Figure 1. Met1 routing (run 1).
Scale bar: 20 um.
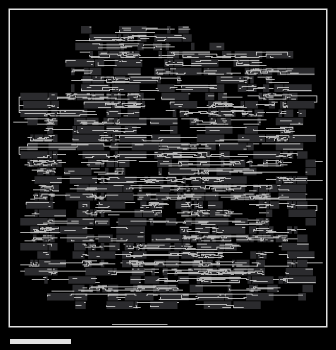
Figure 2. Signal wires on met2 (run 1).
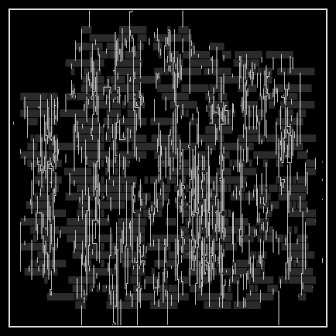
Figure 3. M3 wires (run 1).
Scale bar: 20 um.
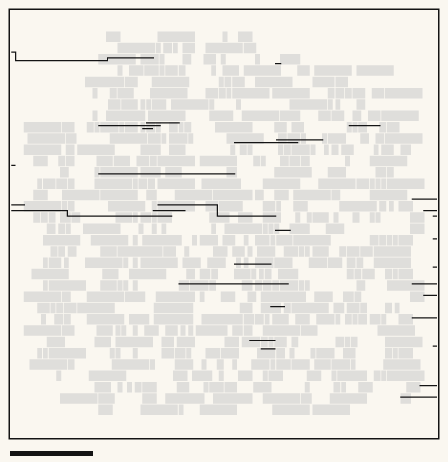
==> config.mk <==
export PLATFORM = sky130hd
export DESIGN_NAME = adc_sound_monitor
export DESIGN_NICKNAME = d
export VERILOG_FILES = /design/src/rtl/adc_sound_monitor.sv
export SDC_FILE = /design/constraint.sdc
export NUM_CORES = 1
export LEC_CHECK = 0
export ABC_CLOCK_PERIOD_IN_PS = 4200
export CAP_MARGIN = 20
export CORE_MARGIN = 3
export CORE_UTILIZATION = 50
export DETAILED_ROUTE_END_ITERATION = 8
export PLACE_DENSITY_LB_ADDON = 0.15
export SYNTH_ARGS = -nofsm -noshare
export SYNTH_HDL_FRONTEND = slang
export SYNTH_SLANG_ARGS = --single-unit
export TNS_END_PERCENT = 1
==> constraint.sdc <==
create_clock -name clk -period 4.2 [get_ports clk]
set_clock_uncertainty 0.15 [all_clocks]
set_input_delay 0.84 -clock clk [delete_from_list [all_inputs] [get_ports clk]]
set_output_delay 0.84 -clock clk [all_outputs]
set_load 0.03 [all_outputs]
==> results.cfg, run 1 <==
; generated from flow reports
[outcome]
status = finished, final reports clean

[power_and_ir_drop]
p_leak_nw = 2.382
p_sw_share_pct = 21.21
pg_seq_mw = 0.877
p_int_mw = 1.236
pg_comb_mw = 0.0211
switchingPower_mw = 0.3327

[routing]
drt-wirelength-per-cell_um = 14.53
highest_layer = met4
viasPerCell = 5.426

[final_layout]
design.seq.count = 91
final_cells = 594
final-clk-cell-share_pct = 4.291

[synthesis]
flop_cell = dfrtp_1
logic_family = simple AND/OR/NAND/NOR gates
ys_cells = 448
synth.cells.most_frequent = dfrtp_1, nand2_1, nor2_1
xor_share_pct = 6.331

[place]
port_buffers = 24

[run]
warning_count = 26

[cts]
cts_sinks = 91
## Picture notes: Figure 1
- main direction: horizontal
- share of all routed wire: 49%
- wire length on this layer: 4270 um
- longest straight run: 36.3 um
- nets with wire on the layer: 472
Routed WL: 8630 um
Vias: 3223
met1 usage: 25.53%

## Picture notes: Figure 2
- longest straight run: 32.0 um
- nets with wire on the layer: 430
- wire length on this layer: 3980 um
- share of all routed wire: 46%
- main direction: vertical
GR Util met2: 28.47%

## Picture notes: Figure 3
- longest straight run: 32.7 um
- main direction: horizontal
- share of all routed wire: 3.5%
- nets with wire on the layer: 26
met3 usage: 3.992%

==> run 1: worst max-delay path: stages (launching register included) <==
cell and delay (ns):
dfrtp_1 0.50, ha_1 0.38, nand4_1 0.15, nor2_1 0.14, a211o_1 0.14, and2_1 0.41
mux2i_1 0.44, inv_1 0.08, ha_1 0.28, nor2b_1 0.12, o21ai_1 0.08, a21oi_1 0.20
o21ai_1 0.09, a21oi_1 0.16, xor2_1 0.20, a31oi_1 0.10
==> run 1: layout by cell type (no fill, tap or decap), types with 12 or more instances in the layout <==
cell type / n
dfrtp_1: 81
nand2_1: 61
nor2_1: 37
ha_1: 27
inv_1: 25
clkdlybuf4s50_1: 23
xnor2_1: 20
a21oi_1: 18
o21ai_1: 15
mux2i_1: 15
xor2_1: 14
nand3_1: 12
==> run 2: changes to the inputs <==
--- a/config.mk
+++ b/config.mk
@@ -11,6 +11,7 @@
 export CORE_UTILIZATION = 50
 export DETAILED_ROUTE_END_ITERATION = 8
 export PLACE_DENSITY_LB_ADDON = 0.15
+export SKIP_LAST_GASP = 1
 export SYNTH_ARGS = -nofsm -noshare
 export SYNTH_HDL_FRONTEND = slang
 export SYNTH_SLANG_ARGS = --single-unit
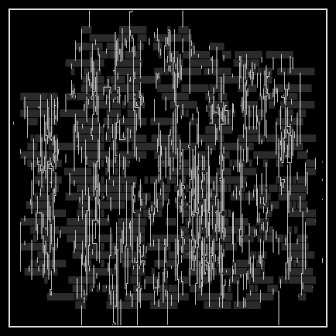
Figure 4: run 2, signal wires on met2.
- longest straight run: 32.0 um
- share of all routed wire: 46%

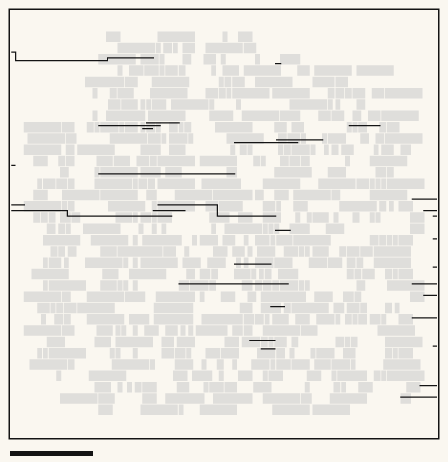
Figure 5: run 2, M3 wires.
Scale bar: 20 um.
- main direction: horizontal
- longest straight run: 32.7 um

==> run 2 against run 1 <==
Effect of this change:
- sequential power hardly changed
- die area did not move
- synthesized area did not move
- critical path type unchanged
==> results.cfg, run 2 <==
; generated from flow reports
[routing]
drt-wirelength-per-cell_um = 14.53
vias = 3223
routed_wl_um = 8630

[run]
warning_count = 26

[place]
port_buffers = 24
dp_hpwl_um = 6447

[synthesis]
flop_cell = dfrtp_1
synthMostInstantiatedCell = dfrtp_1
edf_count = 0
ys_cells = 448

[outcome]
status = finished, final reports clean

[grt]
grt_use_total_pct = 18.12

[final_layout]
antennaDiodeCount = 0
design.seq.count = 91
final_cells = 594
lay_top_cells = dfrtp_1, nand2_1, nor2_1
final-clk-cell-share_pct = 4.291
sh_seq_area_pct = 43.15
layout_top_cell = dfrtp_1

[power_and_ir_drop]
p_int_mw = 1.236
switchingPower_mw = 0.3327
p_leak_nw = 2.382
pg_seq_mw = 0.877
pg_comb_mw = 0.0211

[worst_setup_path]
crit_family = simple AND/OR/NAND/NOR gates
crit_chain = ha_1, nand4_1, nor2_1, a211o_1, and2_1, mux2i_1, inv_1, ha_1, nor2b_1, o21ai_1, a21oi_1, o21ai_1, a21oi_1, xor2_1, a31oi_1
cp_slowest_cell = dfrtp_1
crit_buf_inv = 1
path_depth = 15
slowest_delay_ns = 0.50

[cts]
clockBufferDepth = 2
cts_sinks = 91
post_cts_buffers = 0

[hold_path]
hold_path.class = input pin to asynchronous set/reset pin

[die]
die_h_um = 103.0
run 2: cell counts in the layout (fill, tap and decap cells not counted):
No cell type changed its count.
run 2: per-layer routing:
layer / up-vias / global-route usage, % / share of wire [%]
li1: 1609 / - / -
met1: 1563 / 25.53 / 49
met2: 46 / 28.47 / 46
met3: 5 / 3.992 / 3.5
met4: 0 / 4.781 / 0.88
met5: - / 0 / 0
run 2: cell families after synthesis:
group	count (synthesis)	synth area share, %
DFF	91	48.68
AOI/OAI and AO/OA	66	9.737
muxes	32	7.263
buffers and inverters	37	3.219
adders and majority gates	28	7.608
xor gates and xnor gates	34	6.332
and+or+nand+nor	160	17.16
Power figures rest on the tool's default switching activity, not on a simulated workload.
